==> config.mk <==
export PLATFORM = sky130hd
export DESIGN_NAME = vending_machine_n_items
export DESIGN_NICKNAME = d
export VERILOG_FILES = /design/src/rtl/vending_pkg.sv /design/src/rtl/vending_machine_n_items_stock.sv /design/src/rtl/vending_machine_n_items.sv
export SDC_FILE = /design/constraint.sdc
export NUM_CORES = 1
export LEC_CHECK = 0
export CAP_MARGIN = 5
export CORE_MARGIN = 2
export CORE_UTILIZATION = 45
export DETAILED_ROUTE_END_ITERATION = 10
export PLACE_DENSITY = 0.66
export RECOVER_POWER = 50
export SLEW_MARGIN = 20
export SYNTH_ARGS = -nofsm -noshare
export SYNTH_HDL_FRONTEND = slang
export SYNTH_SLANG_ARGS = --single-unit
==> constraint.sdc <==
create_clock -name clk -period 2.93 [get_ports clk]
set_input_delay 0.293 -clock clk [delete_from_list [all_inputs] [get_ports clk]]
set_output_delay 0.293 -clock clk [all_outputs]
set_load 0.02 [all_outputs]
PDN straps and rails:
(4 px per um) Pins as bars on the die edge.
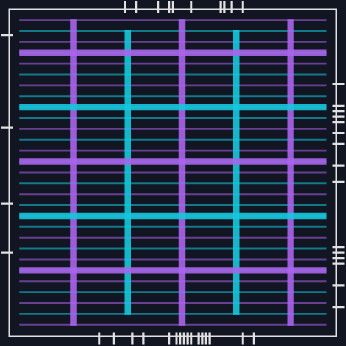
color	net
cyan	VDD
purple	VSS
met4 straps	5
rows	28
core area: 5850 sq um
maximum VDD drop: 0.373 mV

Clock wiring as the flow saved it:
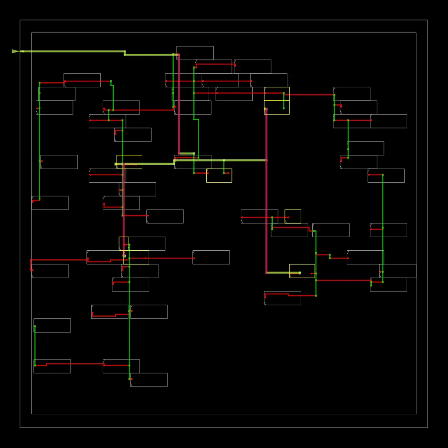
number of clock sinks: 49
Clk Latency, worst-skew pair: 0.30 ns
clock buffers: 6

Gate-type map:
(3 px per um)
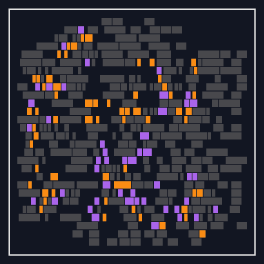
color	family	cells	most used
purple	aoi and oai cells	47	a21oi_1
orange	nor cells	60	nor2_1
Comb area share: 48.2%
Top cell excl fill/tap: dfxtp_1
Finished Layout Cells: 442

Clock network drawn from the DEF:
(3 px per um)
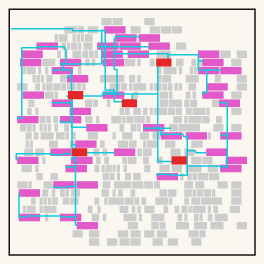
[red] clock-net drivers | count: 5
[magenta] flip-flops | count: 49
[cyan] clock wires | length: 588 um
routed clock nets	6
clk pwr: 0.000416 W
part of the power in the clock network: 17.9%
clock skew: 0.00407 ns

Wiring by layer:
(6 px per um)
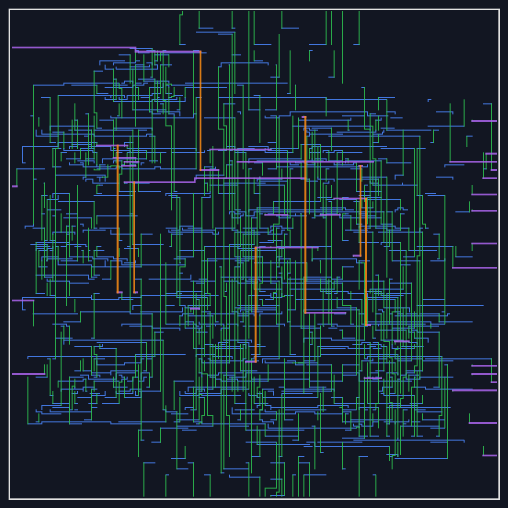
color	layer	wire length
purple	M3	219 um
blue	M1	2790 um
green	M2	3080 um
orange	M4	150 um
drt wl/cell: 14.1 um
Tot GR Track Use: 20.5%

==> results.ini <==
[cts]
clock_path_buffers = 2
numCtsBuffers = 5
hold_buffers = 0
post_cts_resized = 0
clkSlewWorstSetupHoldPaths_ns = 0.09
cts_tree = built
h-tree-depth = 2
root_buffer = clkbuf_8
post_cts_buffers = 0

[place]
gp_congestion = 0.883
io_buffers = 44
dpl.hpwl_um = 4930

[worst_setup_path]
worstPathRequired_ns = 3.13
rrSetupSlack_ns = 0.38
worstPathMaxFanout = 7
critPathLaunchType = register
crit_chain = inv_1 -> ha_1 -> fa_1 -> nor2b_1 -> o2111ai_1 -> nand3_1 -> a21oi_1 -> and2_1 -> a32o_1
arrival_ns = 2.75
ff2ff_path_depth = 9
worstSetupEndpointType = register
crit_path_top_delay_cell = dfxtp_1

[logic_synthesis]
syn_area_per_cell_sq_um = 8.61
yosys_cells = 313
syn_area_sq_um = 2700
synth-adder-area-share_pct = 9.84
top_area_cell = dfxtp_1
synthTopLogicFamily = simple AND/OR/NAND/NOR gates
simple_gate_area_share_pct = 24.7
ys_top_cells_by_area = dfxtp_1 (36%), ha_1 (8.4%), nand2_1 (4.9%), nor2_1 (4.5%), a21oi_1 (4.1%)
ys_sh_mux_pct = 4.78
synth.distinct_cells = 55
ys_async_sr_fraction_pct = 0
yosys.area.top_type_share_pct = 36.4
syn-instance-count = 313
ys.flop_type = dfxtp_1
synthAoiAreaFrac_pct = 15.8
yosysSeqAreaShare_pct = 36.4

[timing]
setup_viol = 0
maxSlewViolCount = 0
relSlewSlack_pct = 55.9
fin_crit_sh_pct = 86.9
rsz0062_at_grt = no
fin_crit_ns = 2.55
fmax_mhz = 393
hold_viol = 0
setup_tns_ns = 0

[drt]
wirelength_um = 6240
antenna_left = 0
dr.pass1.iters = 5
drc = 0
viasPerCell = 5.44
vias = 2406
drt_iter0_drc = 81

[final_layout]
fin_nets = 402
area_delta_synth_final_pct = 24.3
diodes = 0
final_cell_mix = dfxtp_1 (49), nand2_1 (35), nor2_1 (32)

[floorplan]
die-width_um = 81.4
fp_util_pct = 46.1
placementRows = 28
io_pins = 45
chip_area_sq_um = 6630

[global_routing]
grt_overflow_total = 0
grt_pass1_vias = 2272
grt_max_degree = 16
grt_pass1_wl_um = 10400
antenna_found_initial = 0

[power_and_ir_drop]
p_seq_share_pct = 36.1
p_per_area_nw_per_um2 = 694
p_leak_nw = 1.49
p_int_w = 0.00142
switching_power_w = 0.000904
pwr-share-comb_pct = 46.0
switching_share_pct = 38.8

[worst_hold_path]
min_path_cells = 2
holdCritPathClass = register to register

[run]
warning_count = 26
drv_cap = 0

[outcome]
status = complete, no violations

==> power groups by stage <==
stage,clock network [W],logic [W],registers [W]
2_1_floorplan,0,0.000664,0.000924
3_3_place_gp,0,0.00109,0.000857
3_5_place_dp,0,0.00109,0.000858
4_1_cts,0.000427,0.00110,0.000843
5_1_grt,0.000458,0.00117,0.000853
6_report,0.000416,0.00107,0.000840
==> final cells by class <==
class | count | area, sq um | share of cell area [%]
clock buffers | 6 | 82.6 | 2.46
multi-input cells | 240 | 1620 | 48.2
repair buffers | 51 | 493 | 14.7
clock inverters | 2 | 13.8 | 0.411
well taps | 75 | 93.8 | 2.80
flip-flops and latches | 49 | 981 | 29.3
inverters | 19 | 71.3 | 2.13
==> critical path, delay by kind of cell, from the launching register on <==
kind	cells	cell delay (ns)
and+or+nand+nor	3	0.63
DFF	1	0.47
AOI/OAI and AO/OA	3	0.59
buffers and inverters	1	0.12
adders and majority gates	2	0.64
==> per-layer routing <==
metal | vias to the layer above | track usage (%) | wire length, um | part of all wire, %
met5 | - | 0 | 0 | 0
met4 | 0 | 7.63 | 150 | 2.4
met3 | 15 | 3.44 | 219 | 3.5
met2 | 55 | 36.9 | 3080 | 49
met1 | 1115 | 24.1 | 2790 | 45
li1 | 1221 | - | - | -
==> metrics by stage <==
stage               util (%)  hold WS (ns)  instance area, sq um  setup WS, ns  total power, W
floorplan                  -         0.362                  2700         0.427         0.00159
global placement        55.6         0.501                  3260         0.210         0.00194
detailed placement      55.6         0.515                  3260         0.155         0.00195
CTS                     57.3         0.535                  3350         0.398         0.00237
global route            57.3         0.583                  3350         0.239         0.00248
finish                  57.3         0.527                  3350         0.383         0.00233
==> Yosys cell counts (5+ instances only) <==
library cell and instances:
dfxtp_1 49, nand2_1 35, nor2_1 32, a21oi_1 22, inv_1 19, ha_1 18, nor3_1 11, nand3_1 9
xnor2_1 9, mux2i_1 8, a32o_1 7, and2_1 7, o21ai_0 7, nand2b_1 6, nor3b_1 6, xor2_1 6
nor4_1 5
==> kinds of logic (layout without fill, tap and decap cells) <==
group           after synthesis  count (layout)
xor+xnor                     15              15
mux                          11              11
compound gates               63              63
flops                        49              49
buf+inv                      24              78
fa+ha+maj                    20              20
simple gates                131             131
Power figures rest on the tool's default switching activity, not on a simulated workload.
